Figure 1. Met2 routing.
(1 px per um)
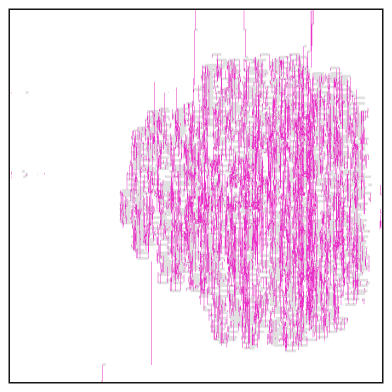
Figure 2. Layout detail.
Region (166, 166) to (206, 206) um. Cells in gray, sequential cells in the stronger gray; small squares are vias.
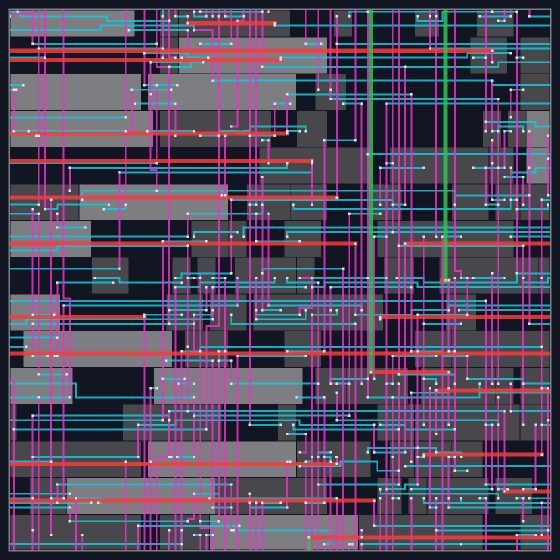
Figure 3. Placed standard cells.
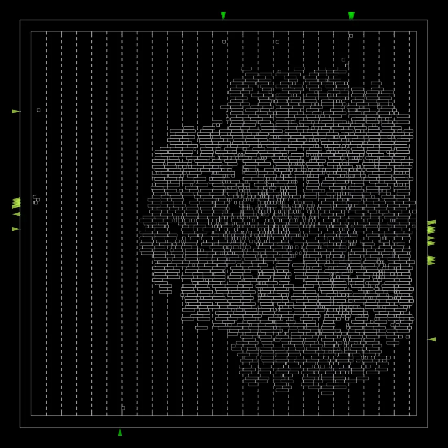
$ cat config.mk
export PLATFORM = sky130hd
export DESIGN_NAME = line_editor
export DESIGN_NICKNAME = d
export VERILOG_FILES = /design/src/rtl/line_editor.sv
export SDC_FILE = /design/constraint.sdc
export NUM_CORES = 1
export LEC_CHECK = 0
export CAP_MARGIN = 5
export CORE_MARGIN = 10
export CORE_UTILIZATION = 26
export DETAILED_ROUTE_END_ITERATION = 6
export MAX_ROUTING_LAYER = met4
export SYNTH_ARGS = -nofsm -noshare
export SYNTH_HDL_FRONTEND = slang
export SYNTH_SLANG_ARGS = --single-unit
$ cat constraint.sdc
create_clock -name clock -period 2.9 [get_ports clock]
set_clock_uncertainty 0.05 [all_clocks]
set_input_delay 0.58 -clock clock [delete_from_list [all_inputs] [get_ports clock]]
set_output_delay 0.58 -clock clock [all_outputs]
set_load 0.1 [all_outputs]
$ cat src/rtl/line_editor.sv
// line_editor: character line buffer between a keyboard source and a monitor sink.
// Collects characters in FILL until LF or a full line, then drains the whole line
// downstream in DRAIN with the final character flagged by out_last.
// Optional feature macro: LINE_EDITOR_BS_EN (0x08 acts as backspace when defined,
// otherwise it is stored as an ordinary character).
module line_editor #(
    parameter int unsigned DEPTH = 100,
    parameter int unsigned CNT_W = 7
) (
    input  logic             clock,
    input  logic             reset_n,
    input  logic             in_valid,
    input  logic [7:0]       in_char,
    output logic             in_ready,
    output logic             out_valid,
    output logic [7:0]       out_char,
    output logic             out_last,
    input  logic             out_ready,
    output logic [CNT_W-1:0] count
);

    localparam logic [7:0] CharNul = 8'h00;
`ifdef LINE_EDITOR_BS_EN
    localparam logic [7:0] CharBs  = 8'h08;
`endif
    localparam logic [7:0] CharLf  = 8'h0A;

    typedef enum logic [0:0] {StFill, StDrain} state_e;

    state_e           state_q, state_d;
    logic [CNT_W-1:0] count_q, count_d;
    logic [CNT_W-1:0] rd_ptr_q, rd_ptr_d;
    logic             wr_en;

    // Line storage; not reset, entries beyond count are never read out.
    logic [7:0]       line_buf_q [DEPTH];

    assign in_ready  = (state_q == StFill);
    assign out_valid = (state_q == StDrain);
    assign out_char  = line_buf_q[rd_ptr_q];
    assign out_last  = out_valid && (rd_ptr_q == count_q - 1'b1);
    assign count     = count_q;

    // Control state, count and read pointer registers.
    always_ff @(posedge clock or negedge reset_n) begin
        if (!reset_n) begin
            state_q  <= StFill;
            count_q  <= '0;
            rd_ptr_q <= '0;
        end else begin
            state_q  <= state_d;
            count_q  <= count_d;
            rd_ptr_q <= rd_ptr_d;
        end
    end

    // Character store at the current write index (= count).
    always_ff @(posedge clock) begin
        if (wr_en) begin
            line_buf_q[count_q] <= in_char;
        end
    end

    // Next-state: classify accepted characters in FILL, advance the read side in DRAIN.
    always_comb begin
        state_d  = state_q;
        count_d  = count_q;
        rd_ptr_d = rd_ptr_q;
        wr_en    = 1'b0;
        unique case (state_q)
            StFill: begin
                if (in_valid) begin
                    case (in_char)
                        CharNul: begin
                            // Discarded.
                        end
`ifdef LINE_EDITOR_BS_EN
                        CharBs: begin
                            if (count_q != '0) begin
                                count_d = count_q - 1'b1;
                            end
                        end
`endif
                        CharLf: begin
                            wr_en   = 1'b1;
                            count_d = count_q + 1'b1;
                            state_d = StDrain;
                        end
                        default: begin
                            wr_en   = 1'b1;
                            count_d = count_q + 1'b1;
                            // Forced line break once the buffer is full.
                            if (count_q == CNT_W'(DEPTH - 1)) begin
                                state_d = StDrain;
                            end
                        end
                    endcase
                end
            end
            StDrain: begin
                if (out_ready) begin
                    if (out_last) begin
                        state_d  = StFill;
                        count_d  = '0;
                        rd_ptr_d = '0;
                    end else begin
                        rd_ptr_d = rd_ptr_q + 1'b1;
                    end
                end
            end
            default: state_d = StFill;
        endcase
    end

endmodule

==> deck_impl_summary.md <==
Physical Implementation Snapshot

CTS
  • Maximum level of the CTS H-tree: 3
  • Clock tree from TritonCTS: built
  • Num Clock Sinks: 815

Final timing
  • Worst path setup slack after routing: -0.948 ns
  • Final number of setup-violating endpoints: 9
  • Fraction of the cycle the final worst path needs: 133%
  • Max-slew violations: 0

Finish
  • Layout multi-input combinational cell count: 710
  • Nonclk buf count: roughly 300
  • Share of layout cells above drive strength 1: 36.3%
  • Footprint of the flip-flops and latches: 24400 sq um
  • Antenna fix cells: 3

Logic synthesis
  • Async SR Flop Fraction: 1.84%
  • Area share, top type: 74.5%
  • Largest non-sequential cell family by area: multiplexers
  • Post-synthesis net count: 1644
  • Unique cell type count in the Yosys netlist: ~63
  • Count of warnings emitted by yosys: 0
  • Yosys synthesis chip area: 32200 sq um
  • Leading area contributor after synthesis: sky130_fd_sc_hd__edfxtp_1

Power and ir drop
  • Power density over cell area: 904 nW/um^2

Global routing
  • Total Routing Usage GR: 12.2%
  • Largest net degree at the start of global routing: roughly 96
  • Global-route wire length before repair: roughly 120 mm

Hold path
  • Hold Path Class: in2reg

Detailed routing
  • Detailed-routing iteration count for the pre-antenna-repair pass: 5
  • Wl on met1: 35.8 mm

Placement
  • Number of buffer cells added on primary ports: 29

Run status
  • Failing checks: setup timing
  • Result of the run: finished with violations

Setup path
  • Maximum fanout encountered on the critical timing path: 10
  • Crit end category: output pin
  • Number of cells on the critical path: 11
Notes on Figure 1 above:
- longest straight run: 104 um
- share of all routed wire: 48%

Notes on Figure 2 above:
- metal 1: cyan
- metal 3: red
- metal 2: magenta
- metal 4: green
- sequential cells in the window: 12
- netlist names of flops here include: `line_buf_q` (12)
- cells with their middle in the window: 81
- most frequent: buf_4 (14), edfxtp_1 (12), nor2_1 (10)

Notes on Figure 3 above:
non-filler cells in the finished layout: 3613
cell row count: 129
sequential fraction of total cell area: 60.8%
placeable core region: 123000 sq um

through the flow:
stage	setup TNS, ns	util [%]	instance area [sq um]	instances	hold slack [ns]
after CTS	-7.91	32.1	39600	3586	0.167
final	-7.71	32.5	40200	3613	0.203
after detailed placement	-204.10	29.4	36300	3418	0.601
after global placement	-192.41	29.4	36300	3418	0.578
after floorplan	-0.298	-	32400	1629	0.234
after global routing	-8.25	32.5	40200	3612	0.176
flip-flops by register name (all words and copies together), names as in the netlist:
register	count
line_buf_q	800
count	7
rd_ptr_q	7
out_valid	1
power breakdown:
group | leakage (nW) | internal (mW) | switching [mW]
clock network | 1.27 | 6.14 | 4.34
logic | 4.15 | 5.75 | 6.90
registers | 7.36 | 13.0 | 0.168
total | 12.8 | 24.9 | 11.4
Power is estimated from default activity; no workload was simulated.
